## config.mk

```make
export PLATFORM = sky130hd
export DESIGN_NAME = csr_unit_flat
export DESIGN_NICKNAME = d
export VERILOG_FILES = /design/src/rtl/csr_if.sv /design/src/rtl/csr_unit.sv /design/src/flat_wrapper.sv
export SDC_FILE = /design/constraint.sdc
export NUM_CORES = 1
export LEC_CHECK = 0
export ABC_AREA = 0
export CORE_UTILIZATION = 57
export CTS_BUF_LIST = sky130_fd_sc_hd__clkbuf_4 sky130_fd_sc_hd__clkbuf_8
export CTS_CLUSTER_SIZE = 25
export DETAILED_ROUTE_END_ITERATION = 12
export PLACE_DENSITY_LB_ADDON = 0.05
export SETUP_SLACK_MARGIN = 0.2
export SYNTH_ARGS = -nofsm -noshare
export SYNTH_HDL_FRONTEND = slang
export SYNTH_SLANG_ARGS = --single-unit
```

## constraint.sdc

```tcl
create_clock -name clock -period 2.7 [get_ports clock]
set_clock_uncertainty 0.15 [all_clocks]
set_input_delay 0.675 -clock clock [delete_from_list [all_inputs] [get_ports clock]]
set_output_delay 0.675 -clock clock [all_outputs]
set_load 0.005 [all_outputs]
```

## src/rtl/csr_if.sv

```systemverilog
// Request/response bundle between the execute stage and the CSR file.
//   io_req_*        : one CSR request, held valid until io_resp_valid
//   io_retire       : one pulse per retired instruction
//   io_busy         : CSR file is working on a request
//   io_resp_*       : one-cycle response strobe plus held old value / illegal flag
// slave  : the CSR file side
// master : the execute-stage side
interface csr_if;
    logic        io_req_valid;
    logic [2:0]  io_req_funct3;
    logic [11:0] io_req_addr;
    logic [4:0]  io_req_rs1_idx;
    logic [31:0] io_req_rs1_data;
    logic        io_retire;
    logic        io_busy;
    logic        io_resp_valid;
    logic [31:0] io_resp_rdata;
    logic        io_resp_illegal;

    modport slave (
        input  io_req_valid, io_req_funct3, io_req_addr, io_req_rs1_idx,
               io_req_rs1_data, io_retire,
        output io_busy, io_resp_valid, io_resp_rdata, io_resp_illegal
    );

    modport master (
        output io_req_valid, io_req_funct3, io_req_addr, io_req_rs1_idx,
               io_req_rs1_data, io_retire,
        input  io_busy, io_resp_valid, io_resp_rdata, io_resp_illegal
    );
endinterface

```

## src/rtl/csr_unit.sv

```systemverilog
// Machine-mode CSR file for the RV32I core.
// Executes CSRRW/RS/RC and their immediate forms as a three-state
// read-modify-write (IDLE -> ACCESS -> RESP), returns the old CSR value and
// keeps the 64-bit mcycle / minstret counters.
// Ports:
//   clock : single clock, rising edge
//   reset : asynchronous, active-low
//   bus   : csr_if.slave (request, retire pulse, busy, response)
module csr_unit #(
    parameter logic [31:0] MTVEC_RESET = 32'h0000_0100,
    parameter bit          COUNTERS_EN = 1'b1
) (
    input  logic  clock,
    input  logic  reset,
    csr_if.slave  bus
);

    typedef enum logic [1:0] {
        IDLE   = 2'd0,
        ACCESS = 2'd1,
        RESP   = 2'd2
    } state_t;

    state_t state_reg, state_next;

    // Latched request
    logic [2:0]  funct3_reg;
    logic [11:0] addr_reg;
    logic [4:0]  rs1_idx_reg;
    logic [31:0] rs1_data_reg;

    // Results computed in ACCESS, used in RESP
    logic [31:0] rdata_reg;
    logic        illegal_reg;
    logic [31:0] wdata_reg;
    logic        wen_reg;

    // Architectural state
    logic [31:0] mtvec_reg;
    logic [31:0] mscratch_reg;
    logic [31:0] mepc_reg;
    logic [31:0] mcause_reg;
    logic [63:0] mcycle_reg, mcycle_next;
    logic [63:0] minstret_reg, minstret_next;

    // ------------------------------------------------------------------
    // FSM
    // ------------------------------------------------------------------
    always_ff @(posedge clock or negedge reset) begin
        if (!reset) begin
            state_reg <= IDLE;
        end else begin
            state_reg <= state_next;
        end
    end

    always_comb begin
        state_next = state_reg;
        case (state_reg)
            IDLE:    if (bus.io_req_valid) state_next = ACCESS;
            ACCESS:  state_next = RESP;
            RESP:    state_next = IDLE;
            default: state_next = IDLE;
        endcase
    end

    // ------------------------------------------------------------------
    // Decode of the latched request
    // ------------------------------------------------------------------
    logic        mapped;
    logic        is_counter;
    logic [31:0] old_val;
    logic [31:0] src;
    logic        suppress;
    logic        illegal;
    logic [31:0] new_val;

    always_comb begin
        mapped     = 1'b1;
        is_counter = 1'b0;
        old_val    = 32'h0;
        case (addr_reg)
            12'h305: old_val = mtvec_reg;
            12'h340: old_val = mscratch_reg;
            12'h341: old_val = mepc_reg;
            12'h342: old_val = mcause_reg;
            12'hB00, 12'hC00: begin old_val = mcycle_reg[31:0];    is_counter = 1'b1; end
            12'hB80, 12'hC80: begin old_val = mcycle_reg[63:32];   is_counter = 1'b1; end
            12'hB02, 12'hC02: begin old_val = minstret_reg[31:0];  is_counter = 1'b1; end
            12'hB82, 12'hC82: begin old_val = minstret_reg[63:32]; is_counter = 1'b1; end
            default: mapped = 1'b0;
        endcase
    end

    // funct3[2] selects the zero-extended rs1 index as the operand;
    // funct3[1:0] is the operation class (01 write, 10 set, 11 clear).
    assign src      = funct3_reg[2] ? {27'b0, rs1_idx_reg} : rs1_data_reg;
    assign suppress = (funct3_reg[1:0] != 2'b01) && (rs1_idx_reg == 5'd0);
    assign illegal  = (funct3_reg[1:0] == 2'b00)
                   || !mapped
                   || ((addr_reg[11:10] == 2'b11) && !suppress)
                   || (is_counter && !COUNTERS_EN);

    always_comb begin
        new_val = old_val;
        case (funct3_reg[1:0])
            2'b01:   new_val = src;
            2'b10:   new_val = old_val | src;
            2'b11:   new_val = old_val & ~src;
            default: new_val = old_val;
        endcase
    end

    // ------------------------------------------------------------------
    // Request latch and result registers
    // ------------------------------------------------------------------
    always_ff @(posedge clock or negedge reset) begin
        if (!reset) begin
            funct3_reg   <= 3'd0;
            addr_reg     <= 12'd0;
            rs1_idx_reg  <= 5'd0;
            rs1_data_reg <= 32'd0;
            rdata_reg    <= 32'd0;
            illegal_reg  <= 1'b0;
            wdata_reg    <= 32'd0;
            wen_reg      <= 1'b0;
        end else begin
            if (state_reg == IDLE && bus.io_req_valid) begin
                funct3_reg   <= bus.io_req_funct3;
                addr_reg     <= bus.io_req_addr;
                rs1_idx_reg  <= bus.io_req_rs1_idx;
                rs1_data_reg <= bus.io_req_rs1_data;
            end
            // rdata/illegal only change on the edge into RESP, so they hold
            // between responses.
            if (state_reg == ACCESS) begin
                rdata_reg   <= illegal ? 32'd0 : old_val;
                illegal_reg <= illegal;
                wdata_reg   <= new_val;
                wen_reg     <= !illegal && !suppress;
            end
        end
    end

    // ------------------------------------------------------------------
    // CSR write commit (edge ending RESP)
    // ------------------------------------------------------------------
    logic commit;
    assign commit = (state_reg == RESP) && wen_reg;

    always_ff @(posedge clock or negedge reset) begin
        if (!reset) begin
            mtvec_reg    <= {MTVEC_RESET[31:2], 2'b00};
            mscratch_reg <= 32'd0;
            mepc_reg     <= 32'd0;
            mcause_reg   <= 32'd0;
        end else if (commit) begin
            case (addr_reg)
                12'h305: mtvec_reg    <= {wdata_reg[31:2], 2'b00};
                12'h340: mscratch_reg <= wdata_reg;
                12'h341: mepc_reg     <= {wdata_reg[31:2], 2'b00};
                12'h342: mcause_reg   <= wdata_reg;
                default: ;
            endcase
        end
    end

    // ------------------------------------------------------------------
    // Counters: a write replaces only the addressed half; the other half
    // still takes the carry of the normal increment.
    // ------------------------------------------------------------------
    logic [63:0] mcycle_inc, minstret_inc;
    logic        wr_mcycle_lo, wr_mcycle_hi, wr_minstret_lo, wr_minstret_hi;

    assign mcycle_inc     = mcycle_reg + 64'd1;
    assign minstret_inc   = minstret_reg + {63'd0, bus.io_retire};
    assign wr_mcycle_lo   = commit && (addr_reg == 12'hB00);
    assign wr_mcycle_hi   = commit && (addr_reg == 12'hB80);
    assign wr_minstret_lo = commit && (addr_reg == 12'hB02);
    assign wr_minstret_hi = commit && (addr_reg == 12'hB82);

    always_comb begin
        mcycle_next   = 64'd0;
        minstret_next = 64'd0;
        if (COUNTERS_EN) begin
            mcycle_next[31:0]    = wr_mcycle_lo   ? wdata_reg : mcycle_inc[31:0];
            mcycle_next[63:32]   = wr_mcycle_hi   ? wdata_reg : mcycle_inc[63:32];
            minstret_next[31:0]  = wr_minstret_lo ? wdata_reg : minstret_inc[31:0];
            minstret_next[63:32] = wr_minstret_hi ? wdata_reg : minstret_inc[63:32];
        end
    end

    always_ff @(posedge clock or negedge reset) begin
        if (!reset) begin
            mcycle_reg   <= 64'd0;
            minstret_reg <= 64'd0;
        end else begin
            mcycle_reg   <= mcycle_next;
            minstret_reg <= minstret_next;
        end
    end

    // ------------------------------------------------------------------
    // Outputs
    // ------------------------------------------------------------------
    assign bus.io_busy         = (state_reg != IDLE);
    assign bus.io_resp_valid   = (state_reg == RESP);
    assign bus.io_resp_rdata   = rdata_reg;
    assign bus.io_resp_illegal = illegal_reg;

endmodule

```

## src/flat_wrapper.sv

```systemverilog
// flat-port wrapper written by rule: the top's interface ports become plain ports
module csr_unit_flat 
#(
    parameter logic [31:0] MTVEC_RESET = 32'h0000_0100,
    parameter bit          COUNTERS_EN = 1'b1
)
  (clock, reset, bus_io_req_valid, bus_io_req_funct3, bus_io_req_addr, bus_io_req_rs1_idx, bus_io_req_rs1_data, bus_io_retire, bus_io_busy, bus_io_resp_valid, bus_io_resp_rdata, bus_io_resp_illegal);
  csr_if bus_i ();
  input  logic clock;
  input  logic reset;
  input wire logic [$bits(bus_i.io_req_valid)-1:0] bus_io_req_valid;
  input wire logic [$bits(bus_i.io_req_funct3)-1:0] bus_io_req_funct3;
  input wire logic [$bits(bus_i.io_req_addr)-1:0] bus_io_req_addr;
  input wire logic [$bits(bus_i.io_req_rs1_idx)-1:0] bus_io_req_rs1_idx;
  input wire logic [$bits(bus_i.io_req_rs1_data)-1:0] bus_io_req_rs1_data;
  input wire logic [$bits(bus_i.io_retire)-1:0] bus_io_retire;
  output wire logic [$bits(bus_i.io_busy)-1:0] bus_io_busy;
  output wire logic [$bits(bus_i.io_resp_valid)-1:0] bus_io_resp_valid;
  output wire logic [$bits(bus_i.io_resp_rdata)-1:0] bus_io_resp_rdata;
  output wire logic [$bits(bus_i.io_resp_illegal)-1:0] bus_io_resp_illegal;
  assign bus_i.io_req_valid = bus_io_req_valid;
  assign bus_i.io_req_funct3 = bus_io_req_funct3;
  assign bus_i.io_req_addr = bus_io_req_addr;
  assign bus_i.io_req_rs1_idx = bus_io_req_rs1_idx;
  assign bus_i.io_req_rs1_data = bus_io_req_rs1_data;
  assign bus_i.io_retire = bus_io_retire;
  assign bus_io_busy = bus_i.io_busy;
  assign bus_io_resp_valid = bus_i.io_resp_valid;
  assign bus_io_resp_rdata = bus_i.io_resp_rdata;
  assign bus_io_resp_illegal = bus_i.io_resp_illegal;
  csr_unit #(.MTVEC_RESET(MTVEC_RESET), .COUNTERS_EN(COUNTERS_EN)) u_core (.clock(clock), .reset(reset), .bus(bus_i));
endmodule
```

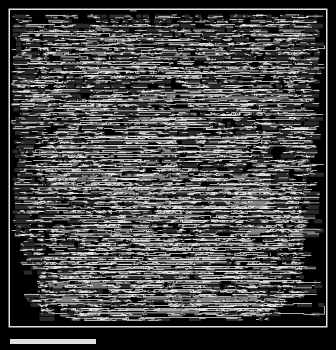
Fig. 1. M1 wires (run 1).
Bar = 50 microns. Cells faint in the background.
longest straight run: 76.8 microns
main direction: horizontal
share of all routed wire: 41%
wire length on this layer: 23.4 mm
routed vias: 15400
wire length reported by the detailed router: 56600 microns
met1 demand-to-capacity share in global routing: 45.4%

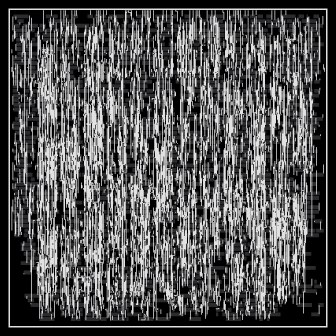
Fig. 2. M2 wires (run 1).
Cells faint in the background.
main direction: vertical
share of all routed wire: 47%
wire length on this layer: 26.8 mm
nets with wire on the layer: 1780
longest straight run: 84.0 microns
met2 Track Usage GR: 54.2%

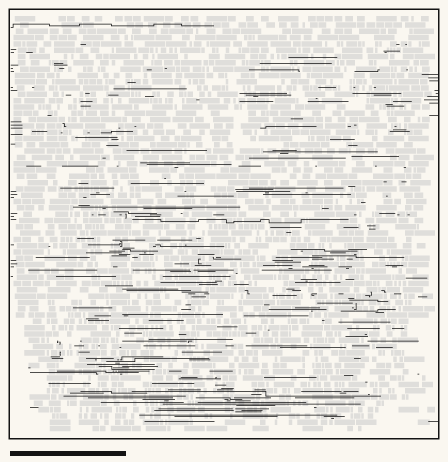
Fig. 3. Metal 3 (run 1).
Bar = 50 microns. Cells faint in the background.
wire length on this layer: 3860 microns
nets with wire on the layer: 223
met3 Resource Use GR: 5.65%

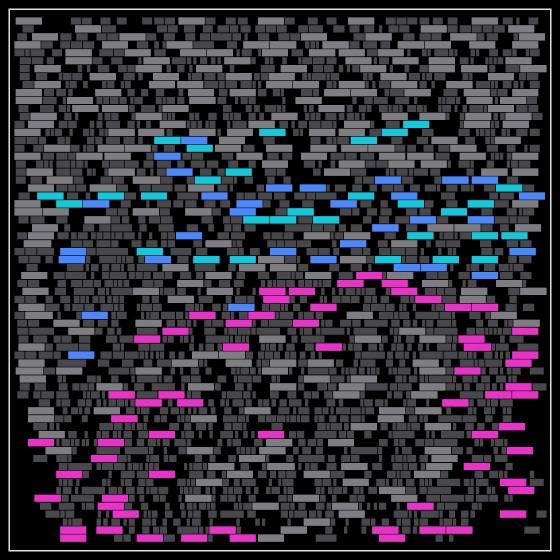
Fig. 4. Register map, names as in the netlist (run 1).
Other sequential cells in the stronger gray, the rest of the logic in the fainter gray.
| color | name in the netlist | sequential cells |
|---|---|---|
| blue | u_core.mcause_reg | 32 |
| magenta | u_core.mcycle_reg | 64 |
| cyan | u_core.mepc_reg | 30 |
not colored: 246
footprint of the flip-flops and latches: 9320 sq um
post-layout util: 71.6%
register share of the cell area: 39.8%

==> summary.txt, run 1 <==
Implementation run completed; key figures follow.

Synthesis:
- The synthesized netlist was found by Yosys to have about 1800 cells.
- The biggest area contributor in the post-synthesis netlist is dfrtp_1.
- The run puts the net count of the mapped netlist at 1860.
- In this run the cell area of the synthesized design comes to approximately 19000 sq um.
- Sequential elements use about half of the synthesized area.
- The run gives the flip-flop and latch count after synthesis as 372.
- By area the synthesized netlist is led by dfrtp_1 (49%), mux2_2 (8.6%), nand2_1 (5.1%), xnor2_1 (4.1%), mux4_2 (3.1%).
- Synthesis produced 1801 cells.

Power:
- The run puts the static leakage at ~10 nW.
- The run gives the power per unit of standard cell area as between 700 and 800 nW/um^2.

Die:
- The run puts the well-tap cell count at between 400 and 500.
- The run gives the floorplan utilization as between 50% and 60%.
- The run gives the area of the die as ~34000 sq um.
- According to the floorplan report, the placeable core area is 32700 sq um.

Global routing:
- The run gives the overflow left after global routing as 0.
- The run gives the number of antenna violations at the first check in global routing as 1.
- The number of global-route vias before repair was around 15000.

Drt:
- The run puts the routed wire length per instance at 22.6 microns.
- After detailed routing, the number of remaining DRC violations is 0.
- The first detailed-routing pass ran for 8 iterations.

Outcome:
- The flow ran to the end, and the final reports show no timing, DRC or antenna violations.

Setup path:
- In the setup report, the worst path falls into the class reg -> reg.
- The largest individual stage delay along the critical path comes from the cell mux4_2.
- Listed in order, past its start point the critical path passes buf_4 -> mux4_2 -> a222oi_1 -> buf_4 -> a211o_1 -> a31oi_1.
- The worst register-to-register path begins at u_core.addr_reg[1].
- The run gives the cell count of the worst reg-to-reg path as 6.
- Among cell families on the critical path, the largest total delay comes from multiplexers.
- The run gives the data required time of the critical path as roughly 3 ns.

Final layout:
- The run gives the fraction of area in clock buffers and inverters as around 6.1%.
- The run gives the ratio of cells with drive above 1 in the final layout as between 20% and 30%.
- By area, the class that comes first in the final layout consists of logic gates.

Clock tree:
- As reported, the later end of the worst-skew pair has a clock insertion delay of approximately 0.6 ns.
- The run gives the CTS tree as yes.
- The run gives the CTS H-tree depth as 3.

Final timing:
- The run gives the post-route fraction of the period consumed by the critical path as between 90 and 100%.
- The run puts the actual slew at the worst max-slew pin at 0.625 ns.
- The run puts the number of failing setup endpoints in the final timing report at 0.
- The run puts the worst hold margin at 0.325 ns.

Placed design:
- The run puts the number of placed instances with taps included at 2354.
- The buffer_ports step reported a buffer count of 90.

Hold path:
- The tightest min-delay check is of the reg -> reg type.

Run:
- The report counts max-capacitance violations totalling 0.
-- run 1: cell families after synthesis --
group | count (synthesis) | share of synthesized area [%]
AOI/OAI and AO/OA | 319 | 10.8
xor gates and xnor gates | 124 | 5.71
adders and majority gates | 3 | 0.197
buffers and inverters | 163 | 3.82
DFF | 372 | 49.0
muxes | 239 | 15.5
and+or+nand+nor | 581 | 14.9
-- run 1: metal layers --
metal / track usage, % / wire length, microns / vias up
met4: 15.4 / 2540 / 0
met3: 5.65 / 3860 / 150
met1: 45.4 / 23400 / 7740
met2: 54.2 / 26800 / 606
li1: - / - / 6859
met5: 0 / 0 / -
-- run 1: layout by cell type (no fill, tap or decap), drive strengths merged, types with 6 or more instances in the layout --
master and n:
a211oi 8, or4 6, a211o 15, or3 7
mux2 187, nor2 76, nand2 258, and3 30
clkinv 8, nand3 58, clkdlybuf4s50 87, a31oi 17
buf 183, nor2b 6, nand4 30, nor3 47
and4 7, inv 25, o2bb2ai 7, a222oi 8
o21ai 169, and2 8, a22o 23, xor2 35
a22oi 13, a21oi 21, clkbuf 112, o211a 11
mux4 26, xnor2 89, nor4 27, mux2i 26
dfrtp 371
-- run 1: timing repair --
action	CTS	global route
buffers inserted	3	21
pin swaps	3	22
gates cloned	0	3
resized	19	57
setup endpoints to repair	68	141
hold buffers	1	0
endpoints found under the hold margin	54	0
-- run 1: power breakdown --
| part | total [mW] | switching, mW | leakage (nW) | internal [mW] |
|---|---|---|---|---|
| registers | 7.45 | 1.26 | 4.72 | 6.19 |
| clock network | 5.63 | 2.37 | 0.766 | 3.26 |
| logic | 3.38 | 1.82 | 4.35 | 1.56 |
| total | 16.5 | 5.46 | 9.84 | 11.0 |
==> run 2, diff against run 1 <==
HOLD_SLACK_MARGIN = 0.05   (was unset)
==> run 2 against run 1 <==
  * Synthesized cell count unchanged
  * Final area unchanged
  * Wire length unchanged
  * Sequential share of layout area unchanged
  * Hold slack unchanged
  * Fmax unchanged
  * Via count unchanged
==> summary.txt, run 2 <==
Implementation run completed; key figures follow.

Run:
- The run puts the number of violations of the max-capacitance limit at 0 (unchanged).

Synthesis:
- The run puts the flip-flop and latch count after synthesis at 372 (unchanged).
- The run gives the count of mapped cells out of synthesis as 1801 (unchanged).
- The net count of the mapped netlist was 1860 (unchanged).
- The run gives the sequential-to-total area share from yosys stat as 49.0% (unchanged).
- The main area contributors are dfrtp_1 (49%), mux2_2 (8.6%), nand2_1 (5.1%), xnor2_1 (4.1%), mux4_2 (3.1%).
- The mapped cell area came to 19000 sq um (unchanged).
- After synthesis, the chip area reported by Yosys is around 19000 sq um.
- The run gives the cell total in the yosys stat output as 1801 (unchanged).
- Sorting the Yosys area breakdown by cell type puts at the top dfrtp_1.

Final layout:
- The run puts the fraction of area in clock buffers and inverters at 6.11% (unchanged).
- The most common logic cells in the final layout are dfrtp_1 (365), nand2_1 (257), buf_4 (155).
- The run puts the ratio of cells with drive above 1 in the final layout at 27.9% (unchanged).
- By area, the class that comes first in the final layout consists of logic gates.
- The fraction of standard cell area that is sequential is 39.8% (unchanged).
- Counting only logic cells after layout, the most numerous master is dfrtp_1.
- The run gives the register area as 9320 sq um (unchanged).

Placed design:
- The number of port buffers is 90 (unchanged).
- The run puts the number of placed instances with taps included at 2354 (unchanged).

Clock tree:
- The run puts the CTS H-tree depth at 3 (unchanged).
- TritonCTS built the clock tree.
- The clock insertion delay at the later pin of the skew report came to 0.60 ns (about the same).

Drt:
- The routed wire length per instance came to 22.6 microns (unchanged).
- The DRC violation count after routing is 0 (unchanged).
- The post-detailed-routing wire length is 56600 microns (unchanged).
- The run puts the total via count in the routed design at 15400 (unchanged).
- The number of detailed-route iterations in the first pass is 8 (unchanged).

Final timing:
- The run puts the minimum clock period after layout at roughly 2.5 ns.
- The actual slew at the worst max-slew pin came to 0.625 ns (unchanged).
- The worst hold margin is 0.325 ns (unchanged).
- Setup total negative slack on the finished layout was measured at 0 ns.
- The run gives the post-route fraction of the period consumed by the critical path as 92.3% (unchanged).
- The number of failing setup endpoints in the final timing report came to 0 (unchanged).

Global routing:
- The run puts the number of global-route vias before repair at 15200 (unchanged).
- The number of antenna violations at the first check in global routing was 1 (unchanged).
- The run gives the overflow left after global routing as 0 (unchanged).

Die:
- The run puts the floorplan utilization at 58.1% (unchanged).
- The well-tap cell count was 442 (unchanged).
- The total core area is 32700 sq um (unchanged).
- The run puts the area of the die at 34100 sq um (unchanged).

Hold path:
- The run gives the path category of the worst min-delay check as reg -> reg.

Outcome:
- The flow ran to the end, and the final reports show no timing, DRC or antenna violations.

Setup path:
- The critical path's slowest stage uses the library cell mux4_2.
- Among cell families on the critical path, the largest total delay comes from multiplexers.
- The run gives the number of cells on the critical path as 6.
- The report lists the cells along the critical path as buf_4 -> mux4_2 -> a222oi_1 -> buf_4 -> a211o_1 -> a31oi_1.
- The run gives the cell count of the worst reg-to-reg path as 6 (unchanged).
- The run gives the startpoint-to-endpoint class of the critical path as reg -> reg.

Power:
- The run puts the power per unit of standard cell area at 704 nW/um^2 (unchanged).
- The run gives the static leakage as 9.84 nW (unchanged).
==> run 2: cell counts after synthesis <==
Identical to the previous run, type by type.
==> run 2: worst paths after layout <==
path,from,end,slack (ns)
min in group asynchronous,reset,u_core.mcycle_reg[27],0.50
worst max register to register,u_core.addr_reg[1],u_core.wdata_reg[31],0.21
max in group asynchronous,reset,u_core.mcycle_reg[20],1.12
worst min register to register,u_core.bus.io_resp_rdata[25],u_core.bus.io_resp_rdata[25],0.32
worst min-delay path,u_core.bus.io_resp_rdata[25],u_core.bus.io_resp_rdata[25],0.32
worst max-delay path,u_core.addr_reg[1],u_core.wdata_reg[31],0.21
==> run 2: power by group <==
part / internal [mW] / switching (mW)
registers: 6.19 / 1.26
clock network: 3.26 / 2.37
logic: 1.56 / 1.82
==> run 2: worst min-delay path, delay by kind of cell (launching register included) <==
| family | cells | cell delay, ns |
|---|---|---|
| DFF | 1 | 0.34 |
| AOI/OAI and AO/OA | 1 | 0.06 |
| and+or+nand+nor | 1 | 0.05 |
==> run 2: cell families (layout without fill, tap and decap cells) <==
group | after synthesis | count (layout) | synth area share, %
buffers and inverters | 163 | 420 | 3.82
muxes | 239 | 239 | 15.5
adders and majority gates | 3 | 3 | 0.197
xor gates and xnor gates | 124 | 124 | 5.71
AOI/OAI and AO/OA | 319 | 319 | 10.8
DFF | 372 | 372 | 49.0
and+or+nand+nor | 581 | 581 | 14.9
==> run 2: repair_timing <==
action,CTS,global route
endpoints found under the hold margin,54,0
pin swaps,3,22
cloned,0,3
hold buffers,1,0
resized,19,57
setup endpoints to repair,68,141
setup buffers,3,21
==> run 2: per-layer routing <==
layer	GRT usage (%)	routed length (microns)
met4	15.4	2540
met3	5.65	3860
met2	54.2	26800
met5	0	0
met1	45.4	23400
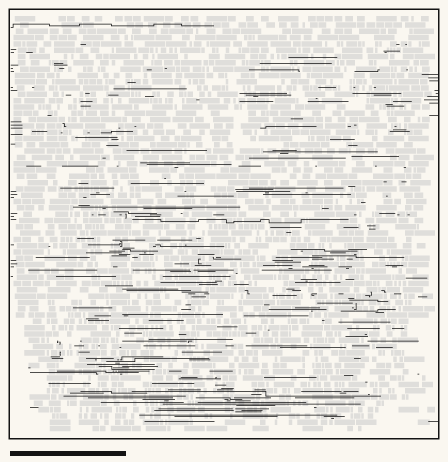
Fig. 5. Metal 3 (run 2).
Bar = 50 microns. Cells faint in the background.
share of all routed wire: 6.8%
wire length on this layer: 3860 microns

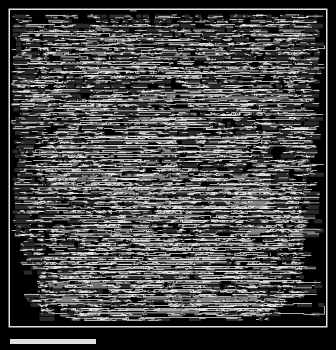
Fig. 6. M1 wires (run 2).
Bar = 50 microns. Cells faint in the background.
main direction: horizontal
nets with wire on the layer: 1908
share of all routed wire: 41%
wire length on this layer: 23.4 mm

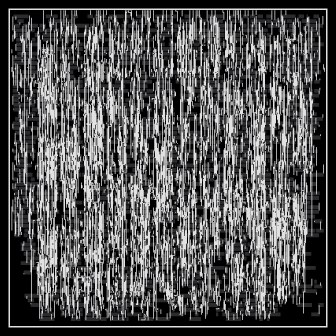
Fig. 7. M2 wires (run 2).
Cells faint in the background.

==> run 3, diff against run 2 <==
MAX_ROUTING_LAYER = met4   (was unset)
==> run 3 against run 2 <==
  * Wire length is 0.79% lower
  * Fmax is 0.82% higher
  * Clock power is 2% lower
  * Critical path depth is 1 higher
  * Via count is 0.39% lower
  * Synthesized area stayed put
  * Critical path type unchanged
==> summary.txt, run 3 <==
Implementation run completed; key figures follow.

Drt:
- The run gives the met2 wire length as 26200 microns (-2.2%).
- The run gives the DRC violation count after routing as 0 (unchanged).
- The run gives the routed wire length per instance as 22.5 microns (-0.71%).
- The run puts the number of detailed-route iterations in the first pass at 7 (-1).
- The highest layer touched by signal routing is met4.

Placed design:
- The number of placed instances with taps included came to 2353 (-0.042%).
- The number of port buffers was 90 (unchanged).

Synthesis:
- The run puts the mapped cell area at 19000 sq um (unchanged).
- The run puts the flip-flop and latch count after synthesis at 372 (unchanged).
- The run puts the count of mapped cells out of synthesis at 1801 (unchanged).
- The sequential-to-total area share from yosys stat came to 49.0% (unchanged).
- The largest total area in the synthesized netlist belongs to dfrtp_1.
- The run gives the total cell area reported by yosys after synthesis as 19000 sq um (unchanged).

Die:
- The run gives the total core area as 32700 sq um (unchanged).
- The well-tap cell count is 442 (unchanged).
- The run puts the area of the die at 34100 sq um (unchanged).
- The run gives the floorplan utilization as 58.1% (unchanged).

Clock tree:
- The run gives the CTS tree as yes.

Final layout:
- The run gives the ratio of cells with drive above 1 in the final layout as 27.7% (-0.20 points).
- The run gives the fraction of area in clock buffers and inverters as 5.98% (-0.12 points).
- In the layout the commonest cells are dfrtp_1 (363), nand2_1 (257), buf_4 (154).
- The top cell type in the final layout, fill and taps aside, is dfrtp_1.
- The run gives the cell group occupying the most layout area as logic gates.

Run:
- The run puts the number of violations of the max-capacitance limit at 0 (unchanged).

Global routing:
- The run puts the met3 usage in global routing at 5.77% (+0.12 points).
- The global router reports that the layer with the highest usage is met2.
- The run puts the overflow left after global routing at 0 (unchanged).

Final timing:
- The post-route fraction of the period consumed by the critical path was 91.5% (-0.75 points).
- The run gives the actual slew at the worst max-slew pin as 0.620 ns (-0.00533 ns).
- The run puts the setup total negative slack at 0 ns (unchanged).
- The minimum clock period after layout is 2.47 ns (-0.0203 ns).

Outcome:
- The run finished with clean final reports.

Power:
- The run gives the static leakage as 9.84 nW (about the same).
- The run gives the switching share of power as 33.2% (+0.047 points).
- The run gives the switching power total as 5.43 mW (-0.47%).
- The run puts the clock network fraction of design power at 33.6% (-0.6 points).
- The run puts the power per unit of standard cell area at 699 nW/um^2 (-0.68%).
- The run puts the share of total power in sequential cells at 45.6% (+0.3 points).
- The combinational gate power was 3.40 mW (about the same).
- The run puts the clock distribution power at 5.51 mW (-2%).

Setup path:
- The run puts the cell count of the worst reg-to-reg path at 7 (+1).
- The worst setup path is of the reg -> reg kind.

Hold path:
- Hold analysis lists the worst path endpoint as u_core.bus.io_resp_rdata[3].
- Looking at hold timing, the worst path starts from u_core.bus.io_resp_rdata[3].
- The type recorded for the worst min-delay path is reg -> reg.
## run 3: cell types whose count changed in the layout (fill, tap and decap cells not counted), moves of 3 or more
cell / previous run / this run
clkinv_2: 7 / 0
nand3_2: 8 / 2
nand3_1: 49 / 54
buf_12: 19 / 23
clkbuf_4: 23 / 27
buf_6: 7 / 4
nor4_1: 12 / 9
nor4_4: 4 / 7
## run 3: worst max-delay path by stage
stage / from / end / slack (ns) / cells past startpoint
finish: u_core.minstret_reg[28] / u_core.minstret_reg[60] / 0.23 / 7
global route: u_core.mcycle_reg[0] / u_core.mcycle_reg[22] / 0.12 / 9
CTS: u_core.mcycle_reg[37] / u_core.mcycle_reg[63] / 0.11 / 8
detailed placement: bus_io_retire / u_core.minstret_reg[47] / -0.35 / 10
global placement: bus_io_retire / u_core.minstret_reg[47] / -0.27 / 10
floorplan: u_core.minstret_reg[28] / u_core.minstret_reg[55] / 0.20 / 8
## run 3: kinds of logic (layout without fill, tap and decap cells)
group / after synthesis / in the layout / synth area share (%)
xor+xnor: 124 / 124 / 5.71
other cells: 0 / 1 / 0
mux: 239 / 239 / 15.5
flops: 372 / 372 / 49.0
compound gates: 319 / 319 / 10.8
buf+inv: 163 / 417 / 3.82
fa+ha+maj: 3 / 3 / 0.197
simple gates: 581 / 581 / 14.9
## run 3: worst max-delay path: stages (launching register included)
cell,delay (ns)
dfrtp_1,0.40
nand4_4,0.14
or4_4,0.54
or4_4,0.48
buf_12,0.17
nor4_4,0.23
xnor2_1,0.17
o21ai_1,0.08
## run 3: timing repair
| action | 4_1_cts | 5_1_grt |
|---|---|---|
| pin swaps | 3 | 12 |
| endpoints found under the hold margin | 33 | 0 |
| resized | 26 | 51 |
| gates cloned | 0 | 2 |
| endpoints found under the setup margin | 140 | 127 |
| buffers inserted | 4 | 21 |
| hold buffers | 1 | 0 |
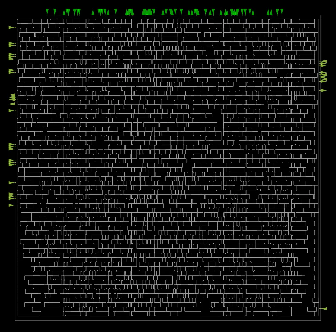
Fig. 8. Placed standard cells (run 3).
flip-flops: 372
register share of the cell area: 39.8%

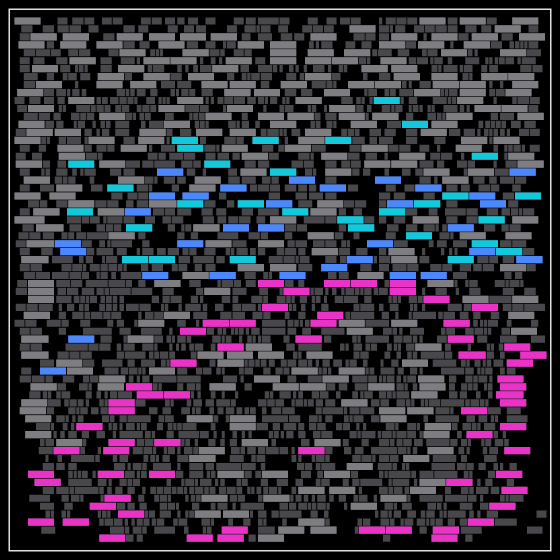
Fig. 9. Register map, names as in the netlist (run 3).
Other sequential cells in the stronger gray, the rest of the logic in the fainter gray.
footprint of the flip-flops and latches: 9320 sq um
post-layout util: 71.6%
sequential power: 7.46 mW

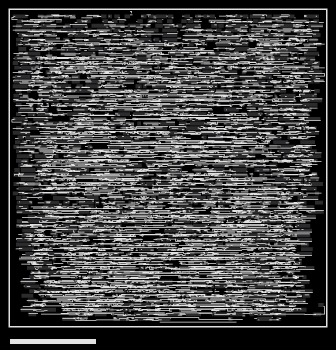
Fig. 10. M1 wires (run 3).
Bar = 50 microns. Cells faint in the background.
wire length on this layer: 23.2 mm
share of all routed wire: 41%
main direction: horizontal
nets with wire on the layer: 1913
wire length reported by the detailed router: 56200 microns
met1 demand-to-capacity share in global routing: 46.0%
routed vias: 15300

Power figures rest on the tool's default switching activity, not on a simulated workload.
